Fig. 1: run 1, metal 2
Scale bar: 20 um.
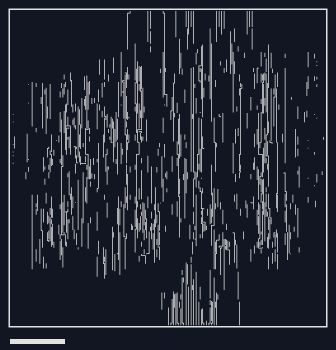
Fig. 2: run 1, placement view
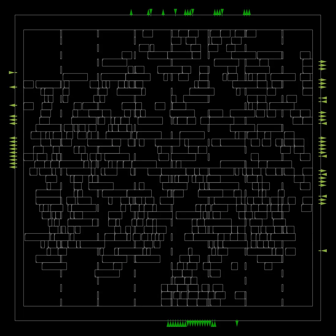
Fig. 3: run 1, clock distribution
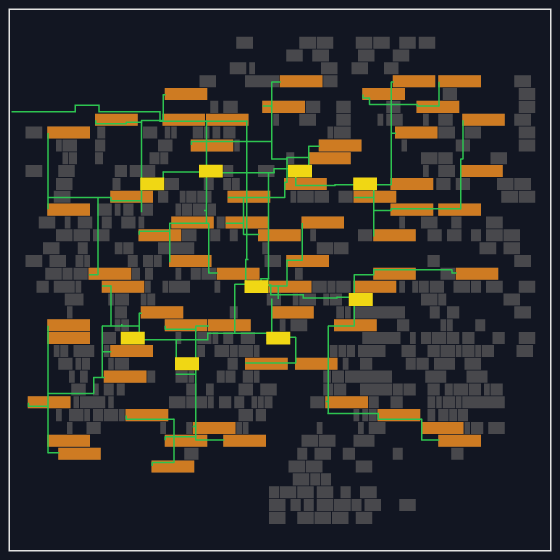
$ cat config.mk
export PLATFORM = sky130hd
export DESIGN_NAME = frame_buffer_sequencer
export DESIGN_NICKNAME = d
export VERILOG_FILES = /design/src/rtl/frame_buffer_sequencer.sv
export SDC_FILE = /design/constraint.sdc
export NUM_CORES = 1
export LEC_CHECK = 0
export CAP_MARGIN = 10
export CORE_MARGIN = 3
export CORE_UTILIZATION = 30
export CTS_BUF_LIST = sky130_fd_sc_hd__clkbuf_4 sky130_fd_sc_hd__clkbuf_8
export DETAILED_ROUTE_END_ITERATION = 16
export PLACE_DENSITY_LB_ADDON = 0.15
export SLEW_MARGIN = 20
export SYNTH_ARGS = -nofsm -noshare
export SYNTH_HDL_FRONTEND = slang
export SYNTH_SLANG_ARGS = --single-unit
export TNS_END_PERCENT = 1
$ cat constraint.sdc
create_clock -name clk -period 2.9 [get_ports clk]
set_clock_uncertainty 0.05 [all_clocks]
set_input_delay 0.435 -clock clk [delete_from_list [all_inputs] [get_ports clk]]
set_output_delay 0.435 -clock clk [all_outputs]
set_load 0.02 [all_outputs]
$ cat src/rtl/frame_buffer_sequencer.sv
// Frame buffer sequencer: fills a single-port frame memory from a pixel stream, then drains it
// as grey RGB with frame/line markers. Optional binarising threshold under FBS_THRESH_EN.
module frame_buffer_sequencer #(
    parameter int unsigned IMG_W  = 256,
    parameter int unsigned IMG_H  = 256,
    parameter int unsigned PIX_W  = 8,
    parameter int unsigned ADDR_W = 16
) (
    input  logic              clk,
    input  logic              rst,
    input  logic              start,
    input  logic              abort,
    input  logic              in_valid,
    input  logic [PIX_W-1:0]  in_pixel,
    output logic              in_ready,
`ifdef FBS_THRESH_EN
    input  logic [PIX_W-1:0]  thresh,
`endif
    output logic              out_valid,
    input  logic              out_ready,
    output logic [PIX_W-1:0]  out_r,
    output logic [PIX_W-1:0]  out_g,
    output logic [PIX_W-1:0]  out_b,
    output logic              out_sof,
    output logic              out_eol,
    output logic              out_eof,
    output logic              mem_en,
    output logic              mem_we,
    output logic [ADDR_W-1:0] mem_addr,
    output logic [PIX_W-1:0]  mem_wdata,
    input  logic [PIX_W-1:0]  mem_rdata,
    output logic              busy,
    output logic              done
);
    localparam int unsigned COL_W = $clog2(IMG_W);
    localparam int unsigned ROW_W = (IMG_H > 1) ? $clog2(IMG_H) : 1;
    localparam logic [COL_W-1:0] COL_LAST = COL_W'(IMG_W - 1);
    localparam logic [ROW_W-1:0] ROW_LAST = ROW_W'(IMG_H - 1);
    localparam int unsigned ENT_W = PIX_W + 3;

    typedef enum logic [1:0] {StIdle, StFill, StDrain} state_e;

    state_e            state;
    logic [ADDR_W-1:0] addr;
    logic [COL_W-1:0]  col;
    logic [ROW_W-1:0]  row;
    logic              rd_done;
    logic              inflight;
    logic [2:0]        inf_tags;
    logic [ENT_W-1:0]  slot0, slot1;
    logic [1:0]        count;

    logic              last_pos, wr_fire, rd_fire, pop;
    logic [2:0]        occ;
    logic [PIX_W-1:0]  push_pix;
    logic [ENT_W-1:0]  push_entry;

    always_comb begin
        last_pos  = (col == COL_LAST) && (row == ROW_LAST);
        out_valid = (count != 2'd0);
        pop       = out_valid && out_ready;
        wr_fire   = (state == StFill) && in_valid && !abort;
        // Entries already held or on their way, net of the pop this cycle.
        occ       = {1'b0, count} + {2'b00, inflight} - {2'b00, pop};
        rd_fire   = (state == StDrain) && !rd_done && !abort && (occ < 3'd2);
        in_ready  = (state == StFill) && !abort;
        mem_en    = wr_fire || rd_fire;
        mem_we    = wr_fire;
        mem_addr  = addr;
        mem_wdata = wr_fire ? in_pixel : '0;
        out_r     = slot0[PIX_W-1:0];
        out_g     = slot0[PIX_W-1:0];
        out_b     = slot0[PIX_W-1:0];
        out_sof   = out_valid && slot0[PIX_W];
        out_eol   = out_valid && slot0[PIX_W+1];
        out_eof   = out_valid && slot0[PIX_W+2];
        busy      = (state != StIdle);
        done      = (state == StDrain) && pop && slot0[PIX_W+2] && !abort;
`ifdef FBS_THRESH_EN
        push_pix  = (mem_rdata >= thresh) ? '1 : '0;
`else
        push_pix  = mem_rdata;
`endif
        push_entry = {inf_tags, push_pix};
    end

    always_ff @(posedge clk or posedge rst) begin
        if (rst) begin
            state    <= StIdle;
            addr     <= '0;
            col      <= '0;
            row      <= '0;
            rd_done  <= 1'b0;
            inflight <= 1'b0;
            inf_tags <= '0;
            slot0    <= '0;
            slot1    <= '0;
            count    <= '0;
        end else if (abort) begin
            state    <= StIdle;
            addr     <= '0;
            col      <= '0;
            row      <= '0;
            rd_done  <= 1'b0;
            inflight <= 1'b0;
            inf_tags <= '0;
            slot0    <= '0;
            slot1    <= '0;
            count    <= '0;
        end else begin
            if (wr_fire || rd_fire) begin
                addr <= addr + 1'b1;
                if (col == COL_LAST) begin
                    col <= '0;
                    row <= row + 1'b1;
                end else begin
                    col <= col + 1'b1;
                end
            end
            case (state)
                StIdle: begin
                    if (start) begin
                        state <= StFill;
                        addr  <= '0;
                        col   <= '0;
                        row   <= '0;
                    end
                end
                StFill: begin
                    if (wr_fire && last_pos) begin
                        state   <= StDrain;
                        addr    <= '0;
                        col     <= '0;
                        row     <= '0;
                        rd_done <= 1'b0;
                    end
                end
                StDrain: begin
                    inflight <= rd_fire;
                    if (rd_fire) begin
                        inf_tags <= {last_pos, col == COL_LAST, addr == '0};
                        if (last_pos) rd_done <= 1'b1;
                    end
                    // Two-entry FIFO: slot0 is always the head.
                    case ({inflight, pop})
                        2'b10: begin
                            if (count == 2'd0) slot0 <= push_entry;
                            else               slot1 <= push_entry;
                            count <= count + 2'd1;
                        end
                        2'b01: begin
                            slot0 <= slot1;
                            count <= count - 2'd1;
                        end
                        2'b11: begin
                            if (count == 2'd1) begin
                                slot0 <= push_entry;
                            end else begin
                                slot0 <= slot1;
                                slot1 <= push_entry;
                            end
                        end
                        default: ;
                    endcase
                    if (done) begin
                        state   <= StIdle;
                        addr    <= '0;
                        col     <= '0;
                        row     <= '0;
                        rd_done <= 1'b0;
                    end
                end
                default: state <= StIdle;
            endcase
        end
    end
endmodule
==> results.py, run 1 <==
# Metrics from the implementation run
metrics = {
    "clocking": {
        "cts_setup_buffers": 1,
        "max-clock-path-buffers": 2,
        "cts_resized": 11,
        "ctsHoldBuffers": 0,
        "cts.clk_slew.worst_paths_ns": 0.07,
        "htree_levels": 3,
        "cts_tree": "built",
        "cts_made_buffers": 9,
        "cts_sinks": 63,
        "worstSkewPairLatency_ns": 0.33,
    },
    "logic_synthesis": {
        "syn_inst": 361,
        "synth-warning-count": 0,
        "synthArstFlopShare": 1.000,
        "synth_seq_share": 0.4476,
        "synth_area_sq_mm": 0.003522,
        "yosys_cells": 361,
        "synth_cell_types": 45,
        "yosys_area_sq_mm": 0.003522,
        "enable_flop_cells": 0,
        "ys.flop_type": "dfrtp_1",
        "syn_area_per_cell_sq_um": 9.757,
    },
    "job": {
        "tool_warnings": 29,
        "maxCapViolCount": 0,
    },
    "hold_path": {
        "hp-class": "in -> async",
    },
    "detailed_routing": {
        "wl_mm": 8.377,
        "wl_per_cell_um": 14.49,
        "dr_total_vias": 2816,
        "first_pass_iters": 4,
        "drt_iter0_markers": 98,
        "ant_nets": 0,
        "route.detailed.drc": 0,
        "drt-vias-per-instance": 4.872,
    },
    "global_routing": {
        "grt_pass1_wl_mm": 13.99,
        "antenna_found_initial": 0,
        "gr-usage-all-layers": 0.1318,
        "overflow": 0,
        "first_global_vias": 2837,
        "grt_max_degree": 64,
    },
    "sta": {
        "tightestPinTransition_ns": 0.9278,
        "fmax_mhz": 359.5,
        "period_used_share": 0.9592,
        "setup_violations": 0,
        "slew_viol_final": 0,
        "max_slew_margin": 0.3814,
        "fin_ws_ns": 0.1183,
        "period_minus_slack_ns": 2.782,
    },
    "layout": {
        "synthToLayoutAreaGrowth_pct": 32.04,
        "seq_area_sq_mm": 0.001577,
        "final_net_count": 464,
        "logic_gates": 247,
        "clock_area_frac": 0.04224,
        "clockBufferCount": 9,
        "drive_gt1_frac": 0.1416,
        "final-comb-area_sq_mm": 0.001694,
        "insertedDiodeCount": 0,
        "design.seq.count": 63,
        "inverters": 11,
        "num-nonclk-buffers": 101,
        "largestClassByArea": "multi-input combinational cells",
    },
    "floorplanning": {
        "fp_util": 0.3152,
        "rows": 38,
        "io_pins": 79,
        "chipArea_sq_mm": 0.01308,
        "die_w_um": 114.4,
        "taps": 140,
    },
    "pwr": {
        "p_leak_nw": 2.011,
        "pwr-share-comb": 0.072,
        "p_int_mw": 1.334,
        "power.density_mw_per_mm2": 381.0,
    },
    "place": {
        "globalplace.congestion": 0.7587,
        "portBuffers": 78,
        "place_ws_ns": -0.4115,
    },
    "setup_path": {
        "worstPathMaxFanout": 9,
        "crit_type": "in -> out",
        "critPathArrivalTime_ns": 2.30,
        "crit_path_end_kind": "output port",
        "worstPathRequired_ns": 2.41,
        "r2r-start": "count[1]",
        "worst_setup_path_start_kind": "input port",
    },
    "outcome": {
        "outcome": "completed",
    },
}
Back to the opening pictures, Fig. 1:
The wires run mostly vertical. The layer holds 46% of the routed length. 394 nets have wire on it.

Back to the opening pictures, Fig. 2:
core region area: 0.01117 sq mm
fin util: 0.4162
fraction of area in registers: 0.3390
fillcell total: 1091
Layout Cells excl Fill: 578

Back to the opening pictures, Fig. 3:
Key: clock-net drivers = yellow [count 9]; flip-flops = orange [count 63]; clock wires = green [length 904 um]
There are 10 routed clock nets.
Clk pwr share: 0.430
clock group power: 761 uW

run 1: cells in the final DEF (no fill, tap or decap), types with 2 or more instances in the layout:
master           count
clkbuf_8             9
inv_1                6
clkinvlp_4           2
nand3b_1             2
and3_1               4
a22o_1              22
or3_1                6
clkdlybuf4s50_1     77
or2_2                3
and2_1               9
nor4b_2              2
nand3_1             13
nand2_1             18
xnor2_1             15
buf_4               22
dfrtp_1             63
nor4_1               8
and4_1               2
clkinv_2             2
nand4_1              7
nor2_1              47
a21oi_1             12
nor3_1               8
nor2_2               2
xor2_1               9
nor2b_1              4
ha_1                 7
a221oi_1             2
mux2i_1             15
nand2b_1             2
a31oi_1              2
inv_2                5
o21ai_0              9
run 1: how the worst max path moves through the flow:
stage	endpoint	depth (start not counted)	slack [ns]	startpoint
2_1_floorplan	mem_addr[12]	13	0.08	count[1]
3_3_place_gp	mem_en	9	-0.38	out_ready
3_5_place_dp	mem_en	9	-0.41	out_ready
4_1_cts	mem_en	12	0.006	count[0]
5_1_grt	mem_en	12	-0.006	count[0]
6_report	mem_wdata[0]	5	0.12	abort
run 1: layer usage:
layer | vias up | track usage | routed length [um]
met1 | 1370 | 0.1764 | 4103
met4 | 0 | 0.02850 | 51
met5 | - | 0 | 0
met2 | 56 | 0.2139 | 3856
li1 | 1386 | - | -
met3 | 4 | 0.03647 | 366
run 1: metrics by stage:
stage	std cells	area [sq um]	hold slack (ns)	setup TNS, ns	total power, mW
after CTS	577	4618	0.4389	0	1.809
after global routing	578	4651	0.4627	-0.005953	1.854
after floorplan	361	3522	0.4151	0	0.9650
after detailed placement	560	4384	0.4551	-5.526	1.030
final	578	4651	0.4319	0	1.772
after global placement	560	4384	0.4551	-3.794	1.030
run 1: power by group through the flow:
stage	logic [mW]	clock network [mW]	registers [mW]
floorplan	0.0655	0	0.899
global placement	0.129	0	0.901
detailed placement	0.129	0	0.901
CTS	0.130	0.796	0.883
global route	0.140	0.830	0.884
finish	0.127	0.761	0.884
run 1: cells by family after synthesis:
| kind of cell | synth area share |
|---|---|
| muxes | 0.04263 |
| xor gates and xnor gates | 0.06217 |
| adders and majority gates | 0.03410 |
| buffers and inverters | 0.08667 |
| and+or+nand+nor | 0.2210 |
| DFF | 0.4476 |
| AOI/OAI and AO/OA | 0.1059 |
run 1: worst max-delay path: stages:
cell and delay, ns:
clkdlybuf4s50_1 0.54, and4bb_2 0.42, buf_4 0.16, and2_1 0.13, clkdlybuf4s50_1 0.60
run 1: sequential cells by signal, summed over array words and instances (netlist names):
signal	cells
col	8
slot1	11
slot0	11
row	8
count	2
inflight	1
mem_addr	16
rd_done	1
inf_tags	3
state	2
run 1: cells in the mapped netlist, drive strengths merged, types with 9 or more instances:
library cell / n / area share
nand2: 19 / 0.020
nor2: 49 / 0.052
dfrtp: 63 / 0.45
inv: 11 / 0.012
mux2i: 15 / 0.043
nand3: 13 / 0.018
a21oi: 12 / 0.017
and2: 9 / 0.016
xnor2: 16 / 0.040
a22o: 22 / 0.055
o21ai: 10 / 0.014
xor2: 9 / 0.022
buf: 34 / 0.069
==> run 2: changes to the inputs <==
--- a/config.mk
+++ b/config.mk
@@ -6,10 +6,10 @@
 export NUM_CORES = 1
 export LEC_CHECK = 0
 export CAP_MARGIN = 10
-export CORE_MARGIN = 3
 export CORE_UTILIZATION = 30
 export CTS_BUF_LIST = sky130_fd_sc_hd__clkbuf_4 sky130_fd_sc_hd__clkbuf_8
 export DETAILED_ROUTE_END_ITERATION = 16
+export GPL_ROUTABILITY_DRIVEN = 0
 export PLACE_DENSITY_LB_ADDON = 0.15
 export SLEW_MARGIN = 20
 export SYNTH_ARGS = -nofsm -noshare
==> results.py, run 2 <==
# Metrics from the implementation run
metrics = {
    "outcome": {
        "outcome": "completed",
    },
    "setup_path": {
        "reg2reg_to": "mem_addr[9]",
        "worstPathMaxFanout": 3,
        "r2r-start": "count[1]",
        "critPathArrivalTime_ns": 2.29,
        "crit_path_end_kind": "output port",
        "crit_type": "reg -> out",
        "r2r.worst_path.cells": 15,
        "reg2reg_slack_ns": 0.16,
        "worst_setup_path_start_kind": "flop",
        "worstPathRequired_ns": 2.41,
    },
    "layout": {
        "drive_gt1_frac": 0.1477,
        "mostFrequentLayoutCell": "clkdlybuf4s50_1",
        "largest_reg_flops": 16,
        "final_net_count": 466,
        "final_cells": 583,
        "synthToLayoutAreaGrowth_pct": 34.21,
        "insertedDiodeCount": 0,
        "final_cell_mix": "clkdlybuf4s50_1 (77), dfrtp_1 (63), nor2_1 (47)",
    },
    "pwr": {
        "p_leak_nw": 2.057,
        "p_total_mw": 1.953,
        "power.density_mw_per_mm2": 413.1,
    },
    "logic_synthesis": {
        "ys_sh_aoi": 0.1059,
        "syn_inst": 361,
        "yosys_cells": 361,
        "enable_flop_cells": 0,
        "adder_share": 0.03410,
        "xor_area_frac": 0.06217,
        "synth.most_common_cell": "dfrtp_1",
        "synth_area_sq_mm": 0.003522,
        "synth_seq_share": 0.4476,
        "ys_top_cells_by_count": "dfrtp_1 (63), nor2_1 (49), buf_4 (24), a22o_1 (22), nand2_1 (19)",
        "synth_cell_types": 45,
        "ys_sh_simple": 0.2210,
        "ys.flop_type": "dfrtp_1",
        "topCellsByArea": "dfrtp_1 (45%), a22o_1 (5.5%), nor2_1 (5.2%)",
        "synth-warning-count": 0,
        "mux_area_frac": 0.04263,
        "logic_family": "simple AND/OR/NAND/NOR gates",
        "top_area_frac": 0.4476,
        "synthesis.nets": 392,
        "yosys_area_sq_mm": 0.003522,
        "syn_area_per_cell_sq_um": 9.757,
        "synth_flops": 63,
        "synthArstFlopShare": 1.000,
        "yosysTopAreaCell": "dfrtp_1",
    },
    "place": {
        "dpl.hpwl_mm": 5.639,
        "portBuffers": 78,
        "dp.cells": 563,
    },
    "sta": {
        "max_slew_margin": 0.3492,
        "hold_viol_final": 0,
        "period_used_share": 0.9564,
        "fmax_mhz": 360.6,
        "period_minus_slack_ns": 2.774,
        "slew_viol_final": 0,
        "tightestPinTransition_ns": 0.9762,
        "setup_violations": 0,
    },
    "detailed_routing": {
        "ant_nets": 0,
        "first_pass_iters": 4,
        "dr_total_vias": 2780,
        "wl_mm": 8.030,
        "wl_per_cell_um": 13.77,
        "drt_iter0_markers": 57,
        "route.detailed.drc": 0,
        "drt-vias-per-instance": 4.768,
    },
    "clocking": {
        "cts_made_buffers": 9,
        "cts_root_buf": "clkbuf_8",
        "cts.clk_slew.worst_paths_ns": 0.08,
        "worstSkewPairLatency_ns": 0.34,
        "max-clock-path-buffers": 2,
        "htree_levels": 3,
        "cts_tree": "built",
        "cts_sinks": 63,
    },
    "global_routing": {
        "grt_max_degree": 37,
        "grt_pass1_wl_mm": 13.27,
        "first_global_vias": 2752,
        "overflow": 0,
        "gr-usage-all-layers": 0.1407,
        "antenna_found_initial": 0,
    },
    "hold_path": {
        "hp-class": "in -> async",
    },
    "floorplanning": {
        "rows": 39,
        "chipArea_sq_mm": 0.01218,
        "io_pins": 79,
        "fp_util": 0.3085,
    },
    "job": {
        "maxCapViolCount": 0,
        "tool_warnings": 29,
    },
}
-- run 2: cell counts after synthesis --
No cell type changed its count.
-- run 2: worst max-delay path by stage --
| stage | slack, ns | endpoint | startpoint | depth (start not counted) |
|---|---|---|---|---|
| floorplan | 0.08 | mem_addr[12] | count[1] | 13 |
| global placement | -0.38 | mem_en | out_ready | 9 |
| detailed placement | -0.42 | mem_en | out_ready | 9 |
| CTS | 0.006 | mem_addr[9] | count[0] | 15 |
| global route | -0.01 | mem_en | count[1] | 12 |
| finish | 0.13 | mem_en | count[1] | 12 |
-- run 2: worst max-delay path, cell delays in order (launching register included) --
cell	delay, ns
dfrtp_1	0.40
inv_2	0.09
ha_4	0.14
inv_2	0.04
nand2_4	0.06
inv_2	0.04
nor2_2	0.11
o21ai_2	0.07
fa_2	0.38
xnor2_2	0.17
a41oi_4	0.24
inv_2	0.08
buf_6	0.14
-- run 2: power by group --
part / switching (mW) / leakage, nW / internal (mW)
combinational: 0.0704 / 1.05 / 0.0576
clock: 0.367 / 0.123 / 0.574
sequential: 0.00382 / 0.879 / 0.880
-- run 2: cell type report --
type / instances / area, sq um / area share
Clock buffer: 9 / 123.9 / 0.02620
Sequential cell: 63 / 1577 / 0.3335
Timing Repair Buffer: 103 / 985.9 / 0.2086
Tap cell: 143 / 178.9 / 0.03785
Multi-Input combinational cell: 247 / 1699 / 0.3594
Inverter: 11 / 41.29 / 0.008735
Clock inverter: 7 / 121.4 / 0.02567
-- run 2: routing by layer --
metal	vias up	GRT usage	wire length (um)
met5	-	0	0
met4	0	0.03665	65
met3	6	0.03469	312
met2	59	0.2325	3732
met1	1327	0.1835	3919
li1	1388	-	-
-- run 2: cell families after synthesis --
family | count (synthesis)
flip-flops | 63
AND-OR/OR-AND | 52
XOR/XNOR | 25
buffers and inverters | 51
multiplexers | 15
AND/OR/NAND/NOR | 146
adder cells (fa/ha/maj) | 9
-- run 2: stage by stage --
stage / hold WS (ns) / setup TNS, ns / instance area (sq um) / setup slack (ns) / util
2_1_floorplan: 0.4151 / 0 / 3522 / 0.07622 / -
3_3_place_gp: 0.4551 / -4.101 / 4388 / -0.3819 / 0.3843
3_5_place_dp: 0.4555 / -5.469 / 4388 / -0.4205 / 0.3843
4_1_cts: 0.4548 / 0 / 4649 / 0.005628 / 0.4072
5_1_grt: 0.4875 / -0.02126 / 4727 / -0.01242 / 0.4140
6_report: 0.4509 / 0 / 4727 / 0.1265 / 0.4140
-- run 2: timing repair --
item | 4_1_cts | 5_1_grt
cloned | 0 | 0
pin swaps | 2 | 5
buffers inserted | 0 | 4
resized | 8 | 14
hold buffers | 0 | 0
endpoints found under the setup margin | 7 | 22
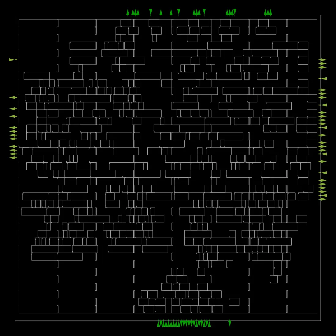
Fig. 4. Placement view (run 2).
fillcell total: 1158
fraction of area in registers: 0.3335
seq_cells: 63
tapcells inserted: 143

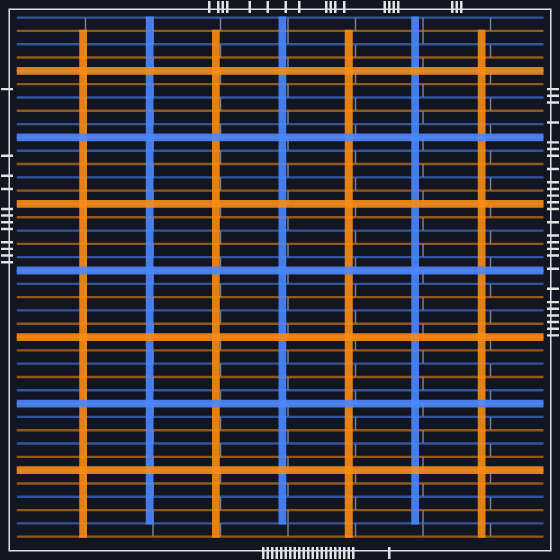
Fig. 5. Supply network (run 2).
Pins as bars on the die edge. Tap cells in grey.
Key: VDD = blue; VSS = orange
40 met1 rails follow the rows. 79 signal pins sit on the boundary. 7 straps on met5. 143 tap cells. The core has 39 rows.
Worst VDD drop: 0.1930 mV
Die W: 110.4 um
Die Y: 110.4 um
core region area: 0.01142 sq mm

Power is estimated from default activity; no workload was simulated.
